<file path="config.mk">
export PLATFORM = sky130hd
export DESIGN_NAME = datapath_mem_responder
export DESIGN_NICKNAME = d
export VERILOG_FILES = /design/src/rtl/datapath_mem_responder.sv
export SDC_FILE = /design/constraint.sdc
export NUM_CORES = 1
export LEC_CHECK = 0
export CAP_MARGIN = 25
export CORE_MARGIN = 4
export CORE_UTILIZATION = 41
export DETAILED_ROUTE_END_ITERATION = 16
export GPL_TIMING_DRIVEN = 0
export PLACE_DENSITY_LB_ADDON = 0.3
export SETUP_SLACK_MARGIN = 0.15
export SLEW_MARGIN = 10
export SYNTH_ARGS = -nofsm -noshare
export SYNTH_HDL_FRONTEND = slang
export SYNTH_SLANG_ARGS = --single-unit
</file>
<file path="constraint.sdc">
create_clock -name CLK -period 4.19 [get_ports CLK]
set_input_delay 0.838 -clock CLK [delete_from_list [all_inputs] [get_ports CLK]]
set_output_delay 0.838 -clock CLK [all_outputs]
set_load 0.005 [all_outputs]
</file>
<file path="src/rtl/datapath_mem_responder.sv">
// ============================================================================
// datapath_mem_responder
// ----------------------------------------------------------------------------
// Purpose
//   Responder end of the datapath-to-cache request interface. Serves the
//   pipeline's instruction fetches and data loads/stores from a single-ported
//   word RAM. Arbitrates I against D, runs the RAM handshake, and returns
//   one-cycle ihit/dhit pulses with the matching load data.
//
// Parameters
//   WORD_W   data and address width in bits
//   TIMEOUT  RAM wait cycles before an access is aborted with err
//
// Ports
//   CLK, RST            clock, asynchronous active-high reset
//   halt                datapath halted: no new requests are accepted
//   imemREN, imemaddr   fetch request and address
//   ihit, imemload      fetch-complete pulse and instruction (valid with ihit)
//   dmemREN, dmemWEN    data read / write request (write wins if both set)
//   dmemaddr, dmemstore data address and write data
//   dhit, dmemload      data-complete pulse and read data (held between reads)
//   ramREN, ramWEN      RAM strobes
//   ramaddr, ramstore   RAM word address (bits [1:0] zero) and write data
//   ramload, ramready   RAM read data and access-done flag
//   err                 sticky access-timeout flag, cleared only by reset
//
// Handshake
//   A RAM access is open while ramREN or ramWEN is high. The strobes, address
//   and write data stay constant until the cycle in which ramready=1; that
//   cycle completes the access and the strobes drop on the next clock edge.
//   ihit/dhit are asserted only in that completing cycle, and only if the
//   datapath still holds its request. The FSM always passes through IDLE
//   between two accesses.
//
// Build option
//   IFETCH_BUF_EN  adds a one-entry fetch buffer (valid, word tag, data) that
//                  answers a repeated fetch from IDLE in the same cycle.
//
// The FSM state is kept in the internal signal `state` (state_t) for probing.
// ============================================================================
module datapath_mem_responder #(
    parameter int WORD_W  = 32,
    parameter int TIMEOUT = 255
) (
    input  logic              CLK,
    input  logic              RST,
    input  logic              halt,
    // instruction fetch side
    input  logic              imemREN,
    input  logic [WORD_W-1:0] imemaddr,
    output logic              ihit,
    output logic [WORD_W-1:0] imemload,
    // data side
    input  logic              dmemREN,
    input  logic              dmemWEN,
    input  logic [WORD_W-1:0] dmemaddr,
    input  logic [WORD_W-1:0] dmemstore,
    output logic              dhit,
    output logic [WORD_W-1:0] dmemload,
    // RAM side
    output logic              ramREN,
    output logic              ramWEN,
    output logic [WORD_W-1:0] ramaddr,
    output logic [WORD_W-1:0] ramstore,
    input  logic [WORD_W-1:0] ramload,
    input  logic              ramready,
    // status
    output logic              err
);

    typedef enum logic [1:0] {
        IDLE   = 2'd0,
        DACC   = 2'd1,
        IACC   = 2'd2,
        HALTED = 2'd3
    } state_t;

    localparam int                CNT_W     = $clog2(TIMEOUT + 1);
    // Last wait count at which the strobes are still driven; reaching it
    // without ramready aborts the access, so strobes are up TIMEOUT cycles.
    localparam logic [CNT_W-1:0]  CNT_LAST  = CNT_W'(TIMEOUT - 1);
    localparam logic [WORD_W-1:0] WORD_MASK = ~WORD_W'(3);

    state_t              state;
    logic [CNT_W-1:0]    cnt;
    logic                err_q;
    logic                from_dacc;   // first IDLE cycle after a data access
    logic [WORD_W-1:0]   acc_addr;    // word address of the open access
    logic [WORD_W-1:0]   acc_store;
    logic                acc_write;
    logic [WORD_W-1:0]   dload_q;

    logic                d_req;
    logic                in_acc;
    logic                d_done;
    logic                i_done;
    logic                i_ram_hit;
    logic                buf_hit;
    logic [WORD_W-1:0]   buf_data_out;

    assign d_req     = dmemREN | dmemWEN;
    assign in_acc    = (state == DACC) || (state == IACC);
    assign d_done    = (state == DACC) && ramready;
    assign i_done    = (state == IACC) && ramready;
    assign i_ram_hit = i_done && imemREN;

    // ------------------------------------------------------------------------
    // Control FSM. Address, write data and direction are captured when an
    // access opens, so a request dropped mid-access (flush) still lets the
    // RAM transaction finish cleanly; only the hit pulse is suppressed.
    // ------------------------------------------------------------------------
    always_ff @(posedge CLK or posedge RST) begin
        if (RST) begin
            state     <= IDLE;
            cnt       <= '0;
            err_q     <= 1'b0;
            from_dacc <= 1'b0;
            acc_addr  <= '0;
            acc_store <= '0;
            acc_write <= 1'b0;
            dload_q   <= '0;
        end else begin
            case (state)
                IDLE: begin
                    cnt       <= '0;
                    from_dacc <= 1'b0;
                    if (!halt && imemREN && from_dacc && !buf_hit) begin
                        // A fetch that waited behind a data access goes next,
                        // even if another data request is already pending.
                        state     <= IACC;
                        acc_addr  <= imemaddr & WORD_MASK;
                        acc_write <= 1'b0;
                    end else if (!halt && d_req) begin
                        state     <= DACC;
                        acc_addr  <= dmemaddr & WORD_MASK;
                        acc_store <= dmemstore;
                        acc_write <= dmemWEN;
                    end else if (!halt && imemREN && !buf_hit) begin
                        state     <= IACC;
                        acc_addr  <= imemaddr & WORD_MASK;
                        acc_write <= 1'b0;
                    end else if (halt) begin
                        state <= HALTED;
                    end
                end

                DACC, IACC: begin
                    if (ramready) begin
                        state     <= IDLE;
                        cnt       <= '0;
                        from_dacc <= (state == DACC);
                        // Load data is only committed when the read is
                        // actually delivered to the datapath.
                        if ((state == DACC) && !acc_write && d_req) begin
                            dload_q <= ramload;
                        end
                    end else if (cnt == CNT_LAST) begin
                        state     <= IDLE;
                        cnt       <= '0;
                        err_q     <= 1'b1;
                        from_dacc <= (state == DACC);
                    end else begin
                        cnt <= cnt + 1'b1;
                    end
                end

                HALTED: begin
                    state <= HALTED;
                end

                default: begin
                    state <= IDLE;
                end
            endcase
        end
    end

    // ------------------------------------------------------------------------
    // Optional one-entry fetch buffer.
    // ------------------------------------------------------------------------
`ifdef IFETCH_BUF_EN
    logic              buf_valid;
    logic [WORD_W-3:0] buf_tag;
    logic [WORD_W-1:0] buf_data;

    always_ff @(posedge CLK or posedge RST) begin
        if (RST) begin
            buf_valid <= 1'b0;
            buf_tag   <= '0;
            buf_data  <= '0;
        end else if (i_done) begin
            // Refill on every completed RAM fetch, flushed or not: the RAM
            // word is valid either way.
            buf_valid <= 1'b1;
            buf_tag   <= acc_addr[WORD_W-1:2];
            buf_data  <= ramload;
        end else if ((state == DACC) && acc_write &&
                     (acc_addr[WORD_W-1:2] == buf_tag)) begin
            // A store to the buffered word makes the copy stale.
            buf_valid <= 1'b0;
        end
    end

    // Served only from IDLE and only when no data request competes.
    assign buf_hit = (state == IDLE) && !halt && imemREN && !d_req &&
                     buf_valid && (buf_tag == imemaddr[WORD_W-1:2]);
    assign buf_data_out = buf_data;
`else
    assign buf_hit      = 1'b0;
    assign buf_data_out = '0;
`endif

    // ------------------------------------------------------------------------
    // Output decode from the registered state and captured access fields.
    // ------------------------------------------------------------------------
    assign ihit     = i_ram_hit | buf_hit;
    assign imemload = i_ram_hit ? ramload : (buf_hit ? buf_data_out : '0);

    assign dhit     = d_done && d_req;
    // Bypass so a completing read is visible in its own hit cycle.
    assign dmemload = (dhit && !acc_write) ? ramload : dload_q;

    assign ramREN   = in_acc && !((state == DACC) && acc_write);
    assign ramWEN   = (state == DACC) && acc_write;
    assign ramaddr  = in_acc ? acc_addr : '0;
    assign ramstore = ramWEN ? acc_store : '0;

    assign err      = err_q;

endmodule

</file>
The metal 1 layer:
Bar = 20 um. Supply wires on this layer in gray.
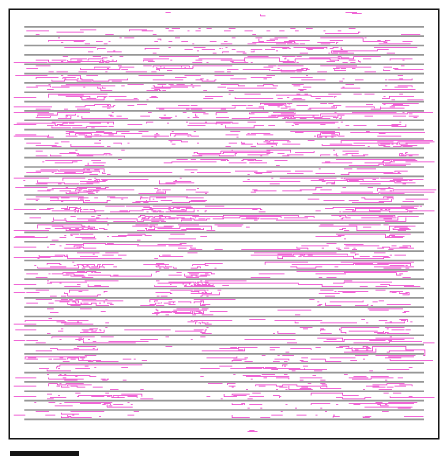
longest straight run	35.4 um
wire length on this layer	6580 um
main direction	horizontal

Signal wires on met3:
Bar = 20 um. Cells faint in the background.
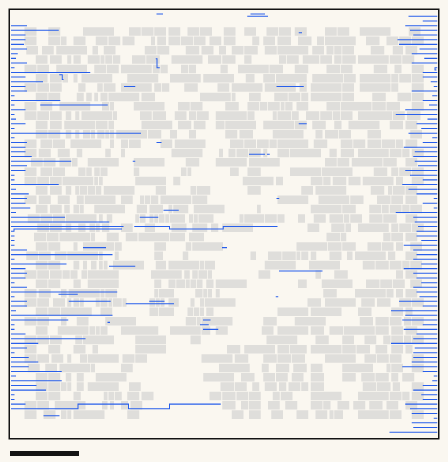
share of all routed wire	8.6%
longest straight run	37.5 um

==> impl_report.txt <==
RUN METRICS
----------------------------------------------------
[Status]
  Run status ........................ completed

[Pwr]
  Power dissipated in combinational cells ........................ about 2.8 mW
  Flop pwr share ........................ roughly 32%
  Static leakage power ........................ about 3.7 nW
  Design internal power ........................ between 3 and 4 mW
  Net Sw Frac ........................ 31.9%
  Clk power ........................ ~0.86 mW
  Power share of the clock group ........................ between 10% and 20%
  Biggest power consumer among the groups ........................ combinational cells
  Flop+latch power ........................ 1.75 mW
  Maximum VDD drop ........................ a little under 0.4 mV
  Overall power after layout ........................ around 5.5 mW
  Relative contribution of combinational cells to total power ........................ ~52%

[Route]
  Wire length after detailed routing ........................ ~16000 um
  First-pass DRT Iterations ........................ 4
  Antenna viol nets, final ........................ 0
  Via-per-instance ratio ........................ around 5.0
  Number of violations reported at the end of detailed-routing iteration 0 ........................ about 230
  Routed length on met1 ........................ approximately 6600 um
  Routed length on met3 ........................ ~1400 um
  Highest signal layer in the routed design ........................ met4

[Placement]
  Area post-placement ........................ 8440 um^2
  Placed instance count ........................ 936
  Pre-CTS setup slack ........................ approximately 230 ps
  Routability-driven placement congestion ratio ........................ 0.844
  Final HPWL DP ........................ between 10000 and 15000 um

[Synthesis]
  Leading cell type by number of instances after synthesis ........................ sky130_fd_sc_hd__dfrtp_1
  Post-synthesis instance total ........................ roughly 500
  Ao+oa area frac ........................ 4.74%
  Number of synthesized register bits ........................ 107
  Main area contributors ........................ sky130_fd_sc_hd__dfrtp_1 (48%), sky130_fd_sc_hd__mux2_2 (14%), sky130_fd_sc_hd__and2_1 (7.3%)
  Largest type area fraction ........................ between 40% and 50%
  Post-synth top area cell ........................ sky130_fd_sc_hd__dfrtp_1
  # Cells Yosys ........................ around 500
  Post-synthesis cell area ........................ roughly 5600 um^2
  Adder and majority gate portion of the synthesized area ........................ a little over 2%
  Area fraction in and, or, nand and nor cells ........................ around 16%
  Synth Flop Type ........................ sky130_fd_sc_hd__dfrtp_1
  Sequential area share after synthesis ........................ between 40% and 50%
  Yosys Chip Area ........................ 5570 um^2
  Count of different cell masters after synthesis ........................ 36
  Synth async-reset ratio ........................ 100%
  Dominant combinational family ........................ multiplexers
  Xor and xnor area share after synthesis ........................ 0.471%

[Global routing]
  Grt met1 use ........................ between 20% and 30%
  Global-route congestion overflow total ........................ 0
  Met2 global-route usage ........................ 36.6%
  Antenna violations before repair ........................ 0
  Via count of the first global-routing pass ........................ 5192

[Final layout]
  Number of multi-input combinational cells ........................ 352
  Top class by area ........................ non-clock buffers
  Syn-to-layout area delta ........................ 57.0%
  Number of sequential storage elements ........................ between 100 and 150
  Logic share of the area ........................ between 30% and 40%
  Most frequent logic cell in the layout ........................ sky130_fd_sc_hd__clkdlybuf4s50_1
  Most frequently placed logic cells in the final layout ........................ sky130_fd_sc_hd__clkdlybuf4s50_1 (261), sky130_fd_sc_hd__dfrtp_1 (107), sky130_fd_sc_hd__mux2_2 (67)
  Fraction of area in registers ........................ between 30% and 40%
  Layout filler cell count ........................ just over 1000
  Sequential cell area ........................ around 2700 um^2
  Post-Layout Inst Area ........................ 8750 um^2
  Non-clock buffer contribution to total cell area ........................ between 30% and 40%
  Number of nets in the final layout ........................ ~920
  Number of diodes ........................ 0
  Clock network share of area ........................ about 3.5%
  Non-clk invs ........................ 4
  Share of post-route cells with drive strength above 1 ........................ about an eighth

[Critical path]
  Sum of buffers and inverters on the critical path ........................ 3
  Class of the most critical setup path ........................ input pin to output pin
  Largest stage delay, worst path ........................ approximately 520 ps
  Crit path DRT ........................ around 3400 ps
  Arr. time, crit path ........................ 2990 ps
  R2r startpoint ........................ state[1]$_DFFE_PP0P_
  Maximum net fanout on the critical path ........................ 10
  Kind of start point of the critical path ........................ input pin
  Endpoint class of the critical path ........................ output pin
  Cell repeated most along the worst path ........................ sky130_fd_sc_hd__clkdlybuf4s50_1

[Clock tree]
  CTS buffer count ........................ 9
  Clock tree from TritonCTS ........................ yes
  Worst-path clk slew ........................ 60 ps
  Buffers inserted during post-CTS setup optimization ........................ 0
  Post-CTS sizing ........................ 0
  Number of levels in the clock H-tree ........................ 3
  Number of clock sinks ........................ 107

[Die]
  Die height ........................ 125 um
  Die area ........................ approximately 16000 um^2
  Core Area ........................ approximately 13000 um^2
  Standard-cell rows ........................ around 42
  Floorplan die width ........................ approximately 120 um
  Count of boundary I/O pins ........................ between 200 and 300
  Floorplan core density ........................ roughly two fifths

[Min path]
  Min-delay worst type ........................ register to register

[STA]
  Crit share post-route ........................ 91.4%
  Slew Limit Headroom ........................ around three fifths
  RSZ-0062 raised after global routing ........................ false
  Final Slew Violations ........................ 0
  Max Clock Skew ........................ about 5.3 ps
  Worst hold margin ........................ about 470 ps
  Max Freq ........................ 0.261 GHz
  Final tally of setup violations ........................ 0
  Post-route setup TNS ........................ 0 ps
  Setup ws final ........................ 359 ps

[Job]
  Tool Warnings ........................ 37

----------------------------------------------------
Congestion heat map:
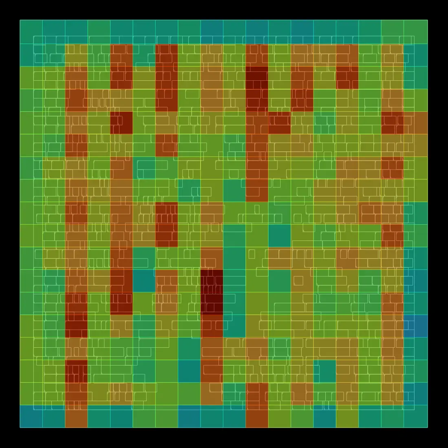
Layout Utilization: 65.8%
most used routing layer in global routing: met2
met3 capacity usage during global routing: 6.35%
average wire per cell in the routed design: 17.1 um

A small window of the routed layout:
Bar = 10 um. Window x 73 to 113, y 11 to 51 um. Cells in gray, sequential cells in the stronger gray; small squares are vias.
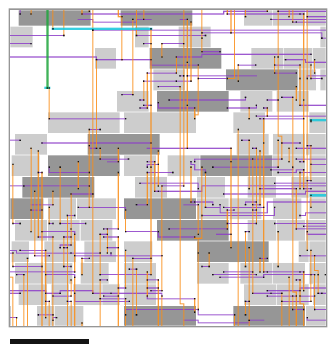
color	layer
purple	M1
cyan	M3
orange	M2
green	M4
sequential cells in the window	14
netlist names of flops here include	dload_q (14)
most frequent	mux2_2 (29), clkdlybuf4s50_1 (26), dfrtp_1 (14)
cells with their middle in the window	83

==> registers in the layout, summed over array words and instances (netlist names) <==
signal     count
cnt            8
acc_write      1
state          2
acc_addr      30
dload_q       32
acc_store     32
err            1
from_dacc      1
==> path summary, 6_finish.rpt <==
check / endpoint / cells past startpoint
worst max-delay path: dmemload[8] / 6
worst min-delay path: err$_DFFE_PP0P_ / 1
worst max register to register: dload_q[9]$_DFFE_PP0P_ / 8
worst min register to register: err$_DFFE_PP0P_ / 1
max in group asynchronous: cnt[1]$_DFFE_PP0P_ / 3
min in group asynchronous: dload_q[14]$_DFFE_PP0P_ / 2
No activity file was given, so power comes from the tool's default toggle rates.
